===== config.mk =====
export PLATFORM = sky130hd
export DESIGN_NAME = instr_encoder
export DESIGN_NICKNAME = d
export VERILOG_FILES = /design/src/rtl/instr_encoder_pkg.sv /design/src/rtl/instr_pack.sv /design/src/rtl/instr_encoder.sv
export SDC_FILE = /design/constraint.sdc
export NUM_CORES = 1
export LEC_CHECK = 0
export CORE_MARGIN = 3
export CORE_UTILIZATION = 46
export CTS_BUF_LIST = sky130_fd_sc_hd__clkbuf_4 sky130_fd_sc_hd__clkbuf_8
export DETAILED_ROUTE_END_ITERATION = 8
export HOLD_SLACK_MARGIN = 0.15
export PLACE_DENSITY = 0.85
export SETUP_SLACK_MARGIN = 0.3
export SLEW_MARGIN = 5
export SYNTH_ARGS = -nofsm -noshare
export SYNTH_HDL_FRONTEND = slang
export SYNTH_SLANG_ARGS = --single-unit

===== constraint.sdc =====
create_clock -name clk -period 2.7 [get_ports clk]
set_input_delay 0.675 -clock clk [delete_from_list [all_inputs] [get_ports clk]]
set_output_delay 0.675 -clock clk [all_outputs]
set_load 0.005 [all_outputs]

===== src/rtl/instr_encoder_pkg.sv =====
// instr_encoder_pkg: format codes, opcodes, FSM states and the immediate range helper
// shared by the encoder and its packer.
package instr_encoder_pkg;

    typedef enum logic [2:0] {
        FMT_R = 3'd0,
        FMT_I = 3'd1,
        FMT_S = 3'd2,
        FMT_B = 3'd3,
        FMT_U = 3'd4,
        FMT_J = 3'd5,
        FMT_N = 3'd6
    } fmt_e;

    typedef enum logic [1:0] {
        IDLE  = 2'd0,
        RUN   = 2'd1,
        WRITE = 2'd2
    } state_e;

    localparam logic [6:0] OP     = 7'b0110011;
    localparam logic [6:0] OP_IMM = 7'b0010011;
    localparam logic [6:0] LOAD   = 7'b0000011;
    localparam logic [6:0] STORE  = 7'b0100011;
    localparam logic [6:0] BRANCH = 7'b1100011;
    localparam logic [6:0] JAL    = 7'b1101111;
    localparam logic [6:0] JALR   = 7'b1100111;
    localparam logic [6:0] LUI    = 7'b0110111;
    localparam logic [6:0] AUIPC  = 7'b0010111;

    // True when v survives truncation to a signed field of the given width.
    function automatic logic fits_signed(input logic [31:0] v, input int bits);
        logic [31:0] hi;
        hi = 32'($signed(v) >>> (bits - 1));
        return hi == '0 || hi == '1;
    endfunction

endpackage


===== src/rtl/instr_pack.sv =====
// instr_pack: combinational RV32I field packer; reports format legality and
// whether the immediate is representable in the chosen format.
module instr_pack
    import instr_encoder_pkg::*;
(
    input  logic [2:0]  type_i,
    input  logic [6:0]  opcode_i,
    input  logic [4:0]  rd_i,
    input  logic [4:0]  rs1_i,
    input  logic [4:0]  rs2_i,
    input  logic [2:0]  funct3_i,
    input  logic [6:0]  funct7_i,
    input  logic [31:0] imm_i,
    output logic [31:0] word_o,
    output logic        legal_o,
    output logic        in_range_o
);

    logic shift;

    // SLLI/SRLI/SRAI: funct3 001 or 101 under OP_IMM
    assign shift   = type_i == FMT_I && opcode_i == OP_IMM && funct3_i[1:0] == 2'b01;
    assign legal_o = type_i < FMT_N;

    always_comb begin
        word_o     = '0;
        in_range_o = 1'b1;
        case (type_i)
            FMT_R: word_o = {funct7_i, rs2_i, rs1_i, funct3_i, rd_i, opcode_i};
            FMT_I: begin
                word_o     = shift ? {funct7_i, imm_i[4:0], rs1_i, funct3_i, rd_i, opcode_i}
                                   : {imm_i[11:0], rs1_i, funct3_i, rd_i, opcode_i};
                in_range_o = shift ? imm_i[31:5] == '0 : fits_signed(imm_i, 12);
            end
            FMT_S: begin
                word_o     = {imm_i[11:5], rs2_i, rs1_i, funct3_i, imm_i[4:0], opcode_i};
                in_range_o = fits_signed(imm_i, 12);
            end
            FMT_B: begin
                word_o     = {imm_i[12], imm_i[10:5], rs2_i, rs1_i, funct3_i,
                              imm_i[4:1], imm_i[11], opcode_i};
                in_range_o = fits_signed(imm_i, 13) && !imm_i[0];
            end
            FMT_U: begin
                word_o     = {imm_i[31:12], rd_i, opcode_i};
                in_range_o = imm_i[11:0] == '0;
            end
            FMT_J: begin
                word_o     = {imm_i[20], imm_i[10:1], imm_i[11], imm_i[19:12], rd_i, opcode_i};
                in_range_o = fits_signed(imm_i, 21) && !imm_i[0];
            end
            default: word_o = '0;
        endcase
    end

endmodule


===== src/rtl/instr_encoder.sv =====
// instr_encoder: accepts RV32I field bundles, packs them and writes the words
// sequentially into instruction memory through a stallable write port.
module instr_encoder
    import instr_encoder_pkg::*;
#(
    parameter int ADDR_W    = 8,
    parameter int BASE_ADDR = 0
) (
    input  logic              clk,
    input  logic              rst,
    input  logic              start,
    input  logic              finish,
    input  logic              in_valid,
    output logic              in_ready,
    input  logic [2:0]        in_type,
    input  logic [6:0]        in_opcode,
    input  logic [4:0]        in_rd,
    input  logic [4:0]        in_rs1,
    input  logic [4:0]        in_rs2,
    input  logic [2:0]        in_funct3,
    input  logic [6:0]        in_funct7,
    input  logic [31:0]       in_imm,
    output logic              mem_wr_en,
    output logic [ADDR_W-1:0] mem_addr,
    output logic [31:0]       mem_wdata,
    input  logic              mem_wr_ready,
    output logic              busy,
    output logic              full,
    output logic [ADDR_W:0]   instr_count,
    output logic              err_illegal,
    output logic              err_range
);

    localparam logic [ADDR_W-1:0] BASE = ADDR_W'(BASE_ADDR);

    state_e            state_q;
    logic [ADDR_W-1:0] addr_q, addr_d, mem_addr_q;
    logic [ADDR_W:0]   count_q, count_d;
    logic [31:0]       wdata_q, word;
    logic              fin_q, ill_q, rng_q, legal, in_range;

    instr_pack u_pack (
        .type_i     (in_type),
        .opcode_i   (in_opcode),
        .rd_i       (in_rd),
        .rs1_i      (in_rs1),
        .rs2_i      (in_rs2),
        .funct3_i   (in_funct3),
        .funct7_i   (in_funct7),
        .imm_i      (in_imm),
        .word_o     (word),
        .legal_o    (legal),
        .in_range_o (in_range)
    );

    assign addr_d      = addr_q + ADDR_W'(1);
    assign count_d     = count_q + (ADDR_W + 1)'(1);
    assign full        = count_q == {1'b1, {ADDR_W{1'b0}}};
    assign in_ready    = state_q == RUN && !full && !finish;
    assign busy        = state_q != IDLE;
    assign mem_wr_en   = state_q == WRITE;
    assign mem_addr    = mem_addr_q;
    assign mem_wdata   = wdata_q;
    assign instr_count = count_q;
    assign err_illegal = ill_q;
    assign err_range   = rng_q;

    always_ff @(posedge clk or posedge rst) begin
        if (rst) begin
            state_q    <= IDLE;
            addr_q     <= BASE;
            mem_addr_q <= '0;
            count_q    <= '0;
            wdata_q    <= '0;
            fin_q      <= 1'b0;
            ill_q      <= 1'b0;
            rng_q      <= 1'b0;
        end else begin
            case (state_q)
                IDLE: if (start) begin
                    state_q <= RUN;
                    addr_q  <= BASE;
                    count_q <= '0;
                    fin_q   <= 1'b0;
                    ill_q   <= 1'b0;
                    rng_q   <= 1'b0;
                end
                RUN: if (finish) begin
                    state_q <= IDLE;
                end else if (in_valid && in_ready) begin
                    if (!legal) ill_q <= 1'b1;
                    else if (!in_range) rng_q <= 1'b1;
                    else begin
                        mem_addr_q <= addr_q;
                        wdata_q    <= word;
                        state_q    <= WRITE;
                    end
                end
                WRITE: if (mem_wr_ready) begin
                    addr_q  <= addr_d;
                    count_q <= count_d;
                    fin_q   <= 1'b0;
                    state_q <= (fin_q || finish) ? IDLE : RUN;
                end else if (finish) begin
                    fin_q <= 1'b1;
                end
                default: state_q <= IDLE;
            endcase
        end
    end

endmodule


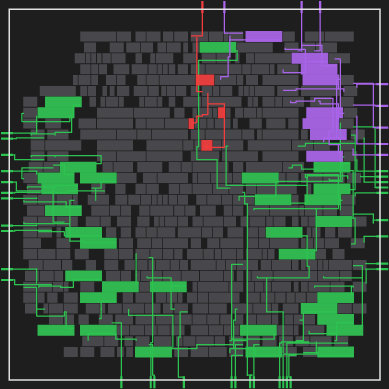
(images/port_trees.png)
(4 px per um)
| port | color | bits | direction | edge | end cells | buffers | wire |
|---|---|---|---|---|---|---|---|
| finish | red | 1 | input | north | 4 | 2 | 55.2 um |
| mem_wdata | green | 32 | output | 12 south, 11 west, 9 east | 32 | 32 | 1,210 um |
| mem_addr | purple | 8 | output | 5 east, 3 north | 8 | 8 | 239 um |

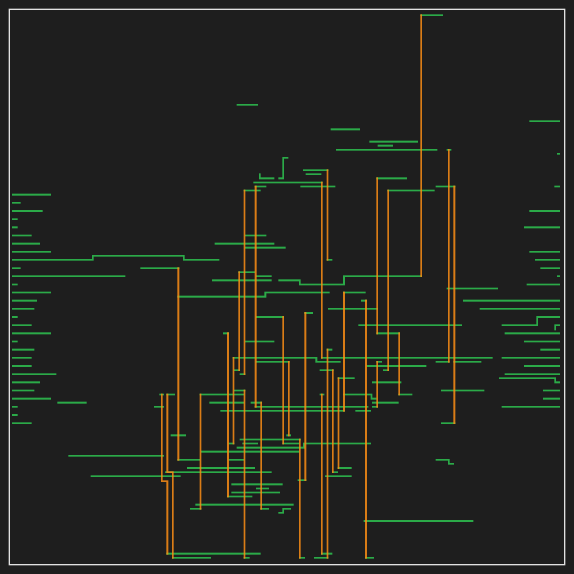
(images/layers.png)
(6 px per um) Two of the layers only.
| layer | color | wire length |
|---|---|---|
| M3 | green | 906 um |
| M4 | orange | 750 um |
WL/cell: 21.4 um
routed via count: 3,609
final wirelength: 13,200 um

==> job_summary.md <==
## Synthesis and layout report

| Metric | Value |
|---|---|
| Fin Setup TNS | `0 ns` |
| Final core utilization | `84.0%` |
| Area Growth Syn to Fin | `72.1%` |
| Number of global-route vias before repair | `3,631` |
| Arrival time at the worst endpoint | `2.84 ns` |
| Critical path class | `input port to flop` |
| Worst path depth | `10` |
| FMAX | `0.384 GHz` |
| Remaining antenna violation count | `0` |
| Post-Layout Cell Count | `617` |
| Internal power | `2.40 mW` |
| CP bufs+invs | `4` |
| Core area | `7020 um2` |
| Crit path time final | `2.61 ns` |
| Cells after synthesis | `316` |
| Outcome | `finished, final reports clean` |
| Cts repair resizes | `59` |
| Launch point of the worst path | `in_imm[0]` |
| Fill cell count | `350` |
| CP Cell Sequence | `clkdlybuf4s50_1 -> nor2_1 -> a41oi_2 -> o31ai_2 -> a21oi_2 -> a31oi_4 -> buf_6 -> buf_12 -> buf_16 -> mux2_4` |
| DRC viols | `0` |
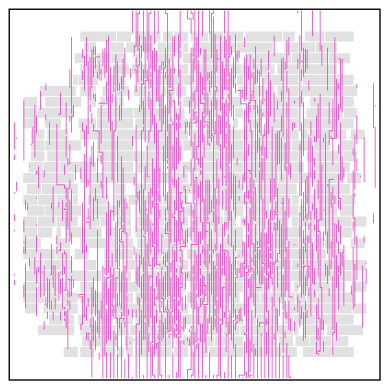
(images/m2.png)
(4 px per um)
wire length on this layer: 6,600 um
nets with wire on the layer: 559
main direction: vertical
share of all routed wire: 50%

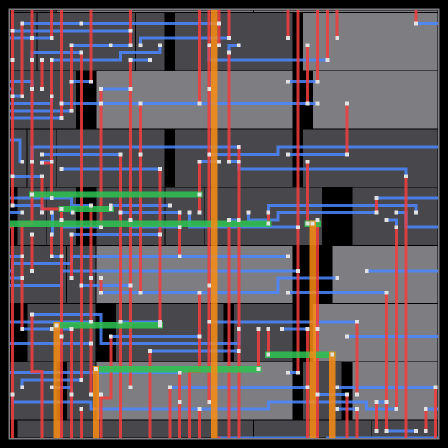
(images/closeup.png)
Window x 59 to 79, y 59 to 79 um. Cells in gray, sequential cells in the stronger gray; small squares are vias.
| layer | color |
|---|---|
| M2 | red |
| M1 | blue |
| M4 | orange |
| M3 | green |
netlist names of flops here include: mem_addr (4), addr_q (3)
sequential cells in the window: 7
cells with their middle in the window: 31
most frequent: dfrtp_1 (7), nor2_1 (6), mux2_4 (4)

## cells in the final DEF, fill, tap and decap left out, types with 9 or more instances in the layout
cell type,netlist,final
o21ai_0,16,16
dlymetal6s2s_1,0,18
a21oi_1,9,9
nor2_1,20,18
dfrtp_1,62,62
nand2_1,22,22
xor2_1,10,10
nand4_1,10,10
inv_1,16,15
clkdlybuf4s50_1,0,86
clkbuf_8,0,10
buf_4,0,63
mux2_4,24,30
## cell type report
type | count | area share [%]
antenna | 1 | 0.0424
clock inverter | 6 | 1.57
sequential | 62 | 26.3
clock buffer | 10 | 2.33
multi-input combinational | 224 | 33.5
inverter | 17 | 1.08
tap | 96 | 2.04
timing repair buffer | 201 | 33.1
## power groups by stage
stage	clock [mW]	combinational [mW]	sequential [mW]
6_report	0.958	1.10	1.27
5_1_grt	1.01	1.16	1.29
4_1_cts	0.950	1.07	1.26
3_5_place_dp	0	1.02	1.26
3_3_place_gp	0	0.991	1.26
2_1_floorplan	0	0.351	1.26
## sequential cells by signal, indices dropped and copies added, names as in the netlist
| signal | count |
|---|---|
| mem_wdata | 32 |
| instr_count | 9 |
| addr_q | 8 |
| mem_addr | 8 |
| state_q | 2 |
| err_illegal | 1 |
| err_range | 1 |
| fin_q | 1 |
## Yosys cell counts (2+ instances only)
master | number | area, um2
nand3_1 | 4 | 20.0
clkbuf_1 | 9 | 33.8
xnor2_1 | 2 | 17.5
inv_1 | 16 | 60.1
nand2_1 | 22 | 82.6
nor2b_1 | 9 | 56.3
ha_1 | 3 | 37.5
nor3_1 | 6 | 30.0
o21ai_0 | 16 | 80.1
a22oi_1 | 5 | 37.5
mux2_1 | 10 | 113
nor4bb_1 | 2 | 20.0
mux2_4 | 24 | 360
buf_6 | 4 | 45.0
nor3b_1 | 3 | 22.5
a22o_1 | 7 | 61.3
dfrtp_1 | 62 | 1550
mux2i_1 | 7 | 70.1
nor2_1 | 20 | 75.1
xor2_1 | 10 | 87.6
nor4_1 | 7 | 43.8
a222oi_1 | 7 | 70.1
a41oi_1 | 2 | 17.5
nand4_1 | 10 | 62.6
or3_1 | 2 | 12.5
and3_1 | 5 | 31.3
a21oi_1 | 9 | 45.0
mux2_2 | 5 | 56.3
o21ai_1 | 4 | 20.0
## worst reg2reg max path, stage by stage (launching register included)
cell,delay (ns)
dfrtp_1,0.39
or4_4,0.54
o41a_1,0.34
buf_4,0.14
and2_4,0.14
nand2_4,0.07
a31oi_4,0.05
buf_6,0.16
buf_12,0.12
buf_16,0.14
mux2_4,0.30
## logic make-up (layout without fill, tap and decap cells)
family | count (synthesis) | in the layout | synth area share, %
adders and majority gates | 3 | 3 | 1.10
and+or+nand+nor | 100 | 100 | 15.8
DFF | 62 | 62 | 45.3
buffers and inverters | 31 | 234 | 4.31
other | 0 | 1 | 0
AOI/OAI and AO/OA | 62 | 63 | 12.9
muxes | 46 | 46 | 17.5
xor gates and xnor gates | 12 | 12 | 3.07
## metal layers
layer	track usage (%)	routed length, um
met2	51.1	6600
met3	5.44	905
met5	0	0
met1	34.3	4960
met4	14.4	749
Power and IR drop assume default switching activity.
